<file path="src/rtl/ram_bus_pkg.sv">
// Shared types and opcode constants for the RAM bus controller.
// Also holds the rule for which instructions take two bus cycles.
package ram_bus_pkg;

    typedef enum logic [2:0] {
        PH_A1, PH_A2, PH_A3, PH_M1, PH_M2, PH_X1, PH_X2, PH_X3
    } phase_e;

    localparam logic [3:0] OPR_JCN     = 4'h1;
    localparam logic [3:0] OPR_SRC_FIM = 4'h2;
    localparam logic [3:0] OPR_FIN_JIN = 4'h3;
    localparam logic [3:0] OPR_JUN     = 4'h4;
    localparam logic [3:0] OPR_JMS     = 4'h5;
    localparam logic [3:0] OPR_ISZ     = 4'h7;
    localparam logic [3:0] OPR_IO      = 4'hE;

    localparam logic [3:0] OPA_WRM = 4'h0;
    localparam logic [3:0] OPA_WMP = 4'h1;
    localparam logic [3:0] OPA_WR0 = 4'h4;
    localparam logic [3:0] OPA_SBM = 4'h8;
    localparam logic [3:0] OPA_RDM = 4'h9;
    localparam logic [3:0] OPA_ADM = 4'hB;
    localparam logic [3:0] OPA_RD0 = 4'hC;

    // The OPA bit 0 distinguishes FIM/SRC and FIN/JIN; only the even forms carry a second word.
    function automatic logic is_two_cycle(input logic [3:0] opr, input logic [3:0] opa);
        case (opr)
            OPR_JCN, OPR_JUN, OPR_JMS, OPR_ISZ: return 1'b1;
            OPR_SRC_FIM, OPR_FIN_JIN:           return !opa[0];
            default:                            return 1'b0;
        endcase
    endfunction

endpackage

</file>
<file path="src/rtl/cycle_phase_counter.sv">
// Eight-phase instruction-cycle counter aligned by the CPU sync pulse.
// resync flags a sync that arrives anywhere other than the expected phase once locked.
module cycle_phase_counter #(
    parameter int SYNC_PHASE = 7
) (
    input  logic                clock,
    input  logic                reset,
    input  logic                sync,
    output ram_bus_pkg::phase_e phase,
    output logic                locked,
    output logic                resync
);
    import ram_bus_pkg::*;

    localparam logic [2:0] SYNC_PH = 3'(SYNC_PHASE);

    assign resync = sync && locked && (phase != SYNC_PH);

    // NOTE: sequential state uses non-blocking assignments so every register samples pre-edge values.
    always_ff @(posedge clock) begin
        if (reset) begin
            phase  <= PH_A1;
            locked <= 1'b0;
        end else if (sync) begin
            phase  <= PH_A1;
            locked <= 1'b1;
        end else begin
            phase  <= phase_e'(phase + 3'd1);
        end
    end

endmodule

</file>
<file path="src/rtl/ram_bus_controller.sv">
// Passive bus sequencer: follows the CPU instruction cycle, latches SRC addresses
// and turns RAM-class I/O instructions into single-cycle X2 strobes.
module ram_bus_controller #(
    parameter int NUM_BANKS  = 4,
    parameter int SYNC_PHASE = 7
) (
    input  logic                         clock,
    input  logic                         reset,
    input  logic                         sync,
    input  logic [3:0]                   data_in,
    input  logic [NUM_BANKS-1:0]         cm_ram,
    output logic [2:0]                   phase,
    output logic                         locked,
    output logic                         src_valid,
    output logic [$clog2(NUM_BANKS)-1:0] sel_bank,
    output logic [1:0]                   sel_chip,
    output logic [1:0]                   sel_reg,
    output logic [3:0]                   sel_char,
    output logic                         mem_we,
    output logic                         status_we,
    output logic                         port_we,
    output logic                         mem_re,
    output logic                         status_re,
    output logic [1:0]                   status_idx,
    output logic [3:0]                   wr_data,
    output logic                         bus_drive
);
    import ram_bus_pkg::*;

    localparam int BANK_W = $clog2(NUM_BANKS);

    phase_e               ph;
    logic                 resync;
    logic [3:0]           opr;
    logic [3:0]           opa;
    logic [NUM_BANKS-1:0] cm_m2;
    logic                 second_word;
    logic                 src_pending;
    logic [BANK_W-1:0]    bank_idx;
    logic                 io_go;

    cycle_phase_counter #(.SYNC_PHASE(SYNC_PHASE)) u_phase (
        .clock  (clock),
        .reset  (reset),
        .sync   (sync),
        .phase  (ph),
        .locked (locked),
        .resync (resync)
    );

    assign phase   = ph;
    assign wr_data = mem_we ? data_in : 4'h0;

    // NOTE: give combinational outputs a default before the loop so no latch is inferred.
    always_comb begin
        bank_idx = '0;
        for (int i = NUM_BANKS - 1; i >= 0; i--) begin
            if (cm_ram[i]) bank_idx = BANK_W'(i);
        end
    end

    // Strobes are computed in X1 so they are registered exactly for the X2 cycle.
    assign io_go = locked && !resync && !second_word && (ph == PH_X1) &&
                   (opr == OPR_IO) && (|cm_m2) && src_valid;

    always_ff @(posedge clock) begin
        if (reset) begin
            opr <= '0; opa <= '0; cm_m2 <= '0;
            second_word <= 1'b0; src_pending <= 1'b0; src_valid <= 1'b0;
            sel_bank <= '0; sel_chip <= '0; sel_reg <= '0; sel_char <= '0;
            mem_we <= 1'b0; status_we <= 1'b0; port_we <= 1'b0;
            mem_re <= 1'b0; status_re <= 1'b0; bus_drive <= 1'b0;
            status_idx <= '0;
        end else begin
            mem_we <= 1'b0; status_we <= 1'b0; port_we <= 1'b0;
            mem_re <= 1'b0; status_re <= 1'b0; bus_drive <= 1'b0;
            status_idx <= '0;
            if (io_go) begin
                if (opa == OPA_WRM) begin
                    mem_we <= 1'b1;
                end else if (opa == OPA_WMP) begin
                    port_we <= 1'b1;
                end else if (opa[3:2] == OPA_WR0[3:2]) begin
                    status_we  <= 1'b1;
                    status_idx <= opa[1:0];
                end else if (opa == OPA_SBM || opa == OPA_RDM || opa == OPA_ADM) begin
                    mem_re    <= 1'b1;
                    bus_drive <= 1'b1;
                end else if (opa[3:2] == OPA_RD0[3:2]) begin
                    status_re  <= 1'b1;
                    bus_drive  <= 1'b1;
                    status_idx <= opa[1:0];
                end
            end

            if (locked && !resync) begin
                case (ph)
                    PH_M1: opr <= data_in;
                    PH_M2: begin
                        opa   <= data_in;
                        cm_m2 <= cm_ram;
                    end
                    PH_X2: begin
                        if (!second_word && opr == OPR_SRC_FIM && opa[0] && (|cm_ram)) begin
                            sel_bank    <= bank_idx;
                            sel_chip    <= data_in[3:2];
                            sel_reg     <= data_in[1:0];
                            src_pending <= 1'b1;
                        end
                    end
                    PH_X3: begin
                        if (src_pending) begin
                            sel_char  <= data_in;
                            src_valid <= 1'b1;
                        end
                        src_pending <= 1'b0;
                        second_word <= !second_word && is_two_cycle(opr, opa);
                    end
                    default: ;
                endcase
            end

            if (resync) begin
                src_pending <= 1'b0;
                second_word <= 1'b0;
            end
        end
    end

endmodule

</file>
<file path="config.mk">
export PLATFORM = sky130hd
export DESIGN_NAME = ram_bus_controller
export DESIGN_NICKNAME = d
export VERILOG_FILES = /design/src/rtl/ram_bus_pkg.sv /design/src/rtl/cycle_phase_counter.sv /design/src/rtl/ram_bus_controller.sv
export SDC_FILE = /design/constraint.sdc
export NUM_CORES = 1
export LEC_CHECK = 0
export ABC_AREA = 0
export CORE_ASPECT_RATIO = 0.9
export CORE_MARGIN = 2
export CORE_UTILIZATION = 48
export DETAILED_ROUTE_END_ITERATION = 10
export HOLD_SLACK_MARGIN = 0.08
export PLACE_DENSITY = 0.79
export SETUP_SLACK_MARGIN = 0.4
export SLEW_MARGIN = 40
export SYNTH_ARGS = -nofsm -noshare
export SYNTH_HDL_FRONTEND = slang
export SYNTH_HIERARCHICAL = 1
export SYNTH_SLANG_ARGS = --single-unit
</file>
<file path="constraint.sdc">
create_clock -name clock -period 2.4 [get_ports clock]
set_clock_uncertainty 0.2 [all_clocks]
set_input_delay 0.48 -clock clock [delete_from_list [all_inputs] [get_ports clock]]
set_output_delay 0.48 -clock clock [all_outputs]
set_load 0.02 [all_outputs]
</file>
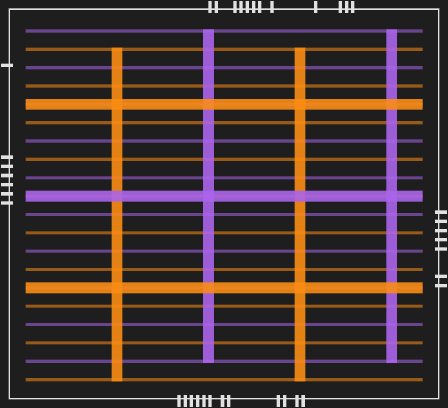
**Above:** PDN straps and rails.
Pins as bars on the die edge.
net	colour
VDD	purple
VSS	orange
met5 straps	3
rows	19
signal pins	38
met1 rails	20

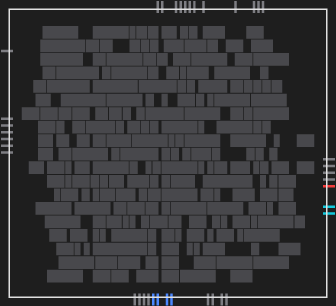
**Above:** pin map.
Pins as bars across the die edge, other pins in grey.
port	colour	pins	direction	edge
`src_valid`	red	1	output	right
`sel_bank`	cyan	2	output	right
`data_in`	blue	4	input	bottom
all pins by edge	12 top, 12 bottom, 7 left, 7 right

==> results.txt <==
The following summarizes the physical implementation.

Setup path
Traced cell by cell, the critical path runs through ha_4, ha_4, and3b_2, buf_4, nor4bb_4, buf_4, nand3_1, a21oi_1. For this run, the slowest stage of the critical path takes about 0.38 ns. The logic depth of the worst setup path including buffers is 8. Of all nets on the critical path, the largest fanout is 8. The classification of the worst setup path is flop to flop. The data arrival time of the critical path is about 2.2 ns.

Detailed routing
Detailed routing placed a total of between 2000 and 2500 um of wire on met2. The first detailed-routing pass took 5 iterations. In the routed design, unresolved DRC markers number 0. The tally of nets with antenna violations remaining after routing is 0.

Die
The width of the die is about 63 um. Once the floorplan was initialized, standard cells occupied around half of the core. The floorplan report gives the top-level pin count as 38.

Finish
The area taken by multi-input combinational cells is reported as around 870 sq um. Cells with a size suffix above 1 make up a little under a quarter of the layout. The flow measured a signed area growth from synthesis to layout of 50.6%.

The final-stage net count is ~240.

Power and ir drop
The clock network burns roughly 37% of the power. Combinational cells consume a total of between 80 and 90 uW. The peak ir drop on the vdd network is around 0.00040 V.

CTS
Hold repair after CTS inserted 0 buffers. The clock latency of the later-clocked register in the worst-skew pair is about 0.34 ns. The number of clock buffers added by TritonCTS is 5.

Synth
The number of distinct library cells after synthesis is 32. The share of the Yosys chip area taken by registers is 48.5%. The dominant synthesized flop cell is sky130_fd_sc_hd__dfxtp_1.

Global routing
Routing resource usage on met1 recorded by global route was 27.0%. Looking at the global route congestion table, the highest-usage layer is met2.

Worst hold path
The type of the most critical hold path is flop to flop.

Timing
Setup repair after global routing could not meet its margin everywhere. The transition time of the tightest slew-check pin is around 0.40 ns.

Status
The run finished with clean final reports.

Placement
The post-placement cell count is 246.
Power figures rest on the tool's default switching activity, not on a simulated workload.
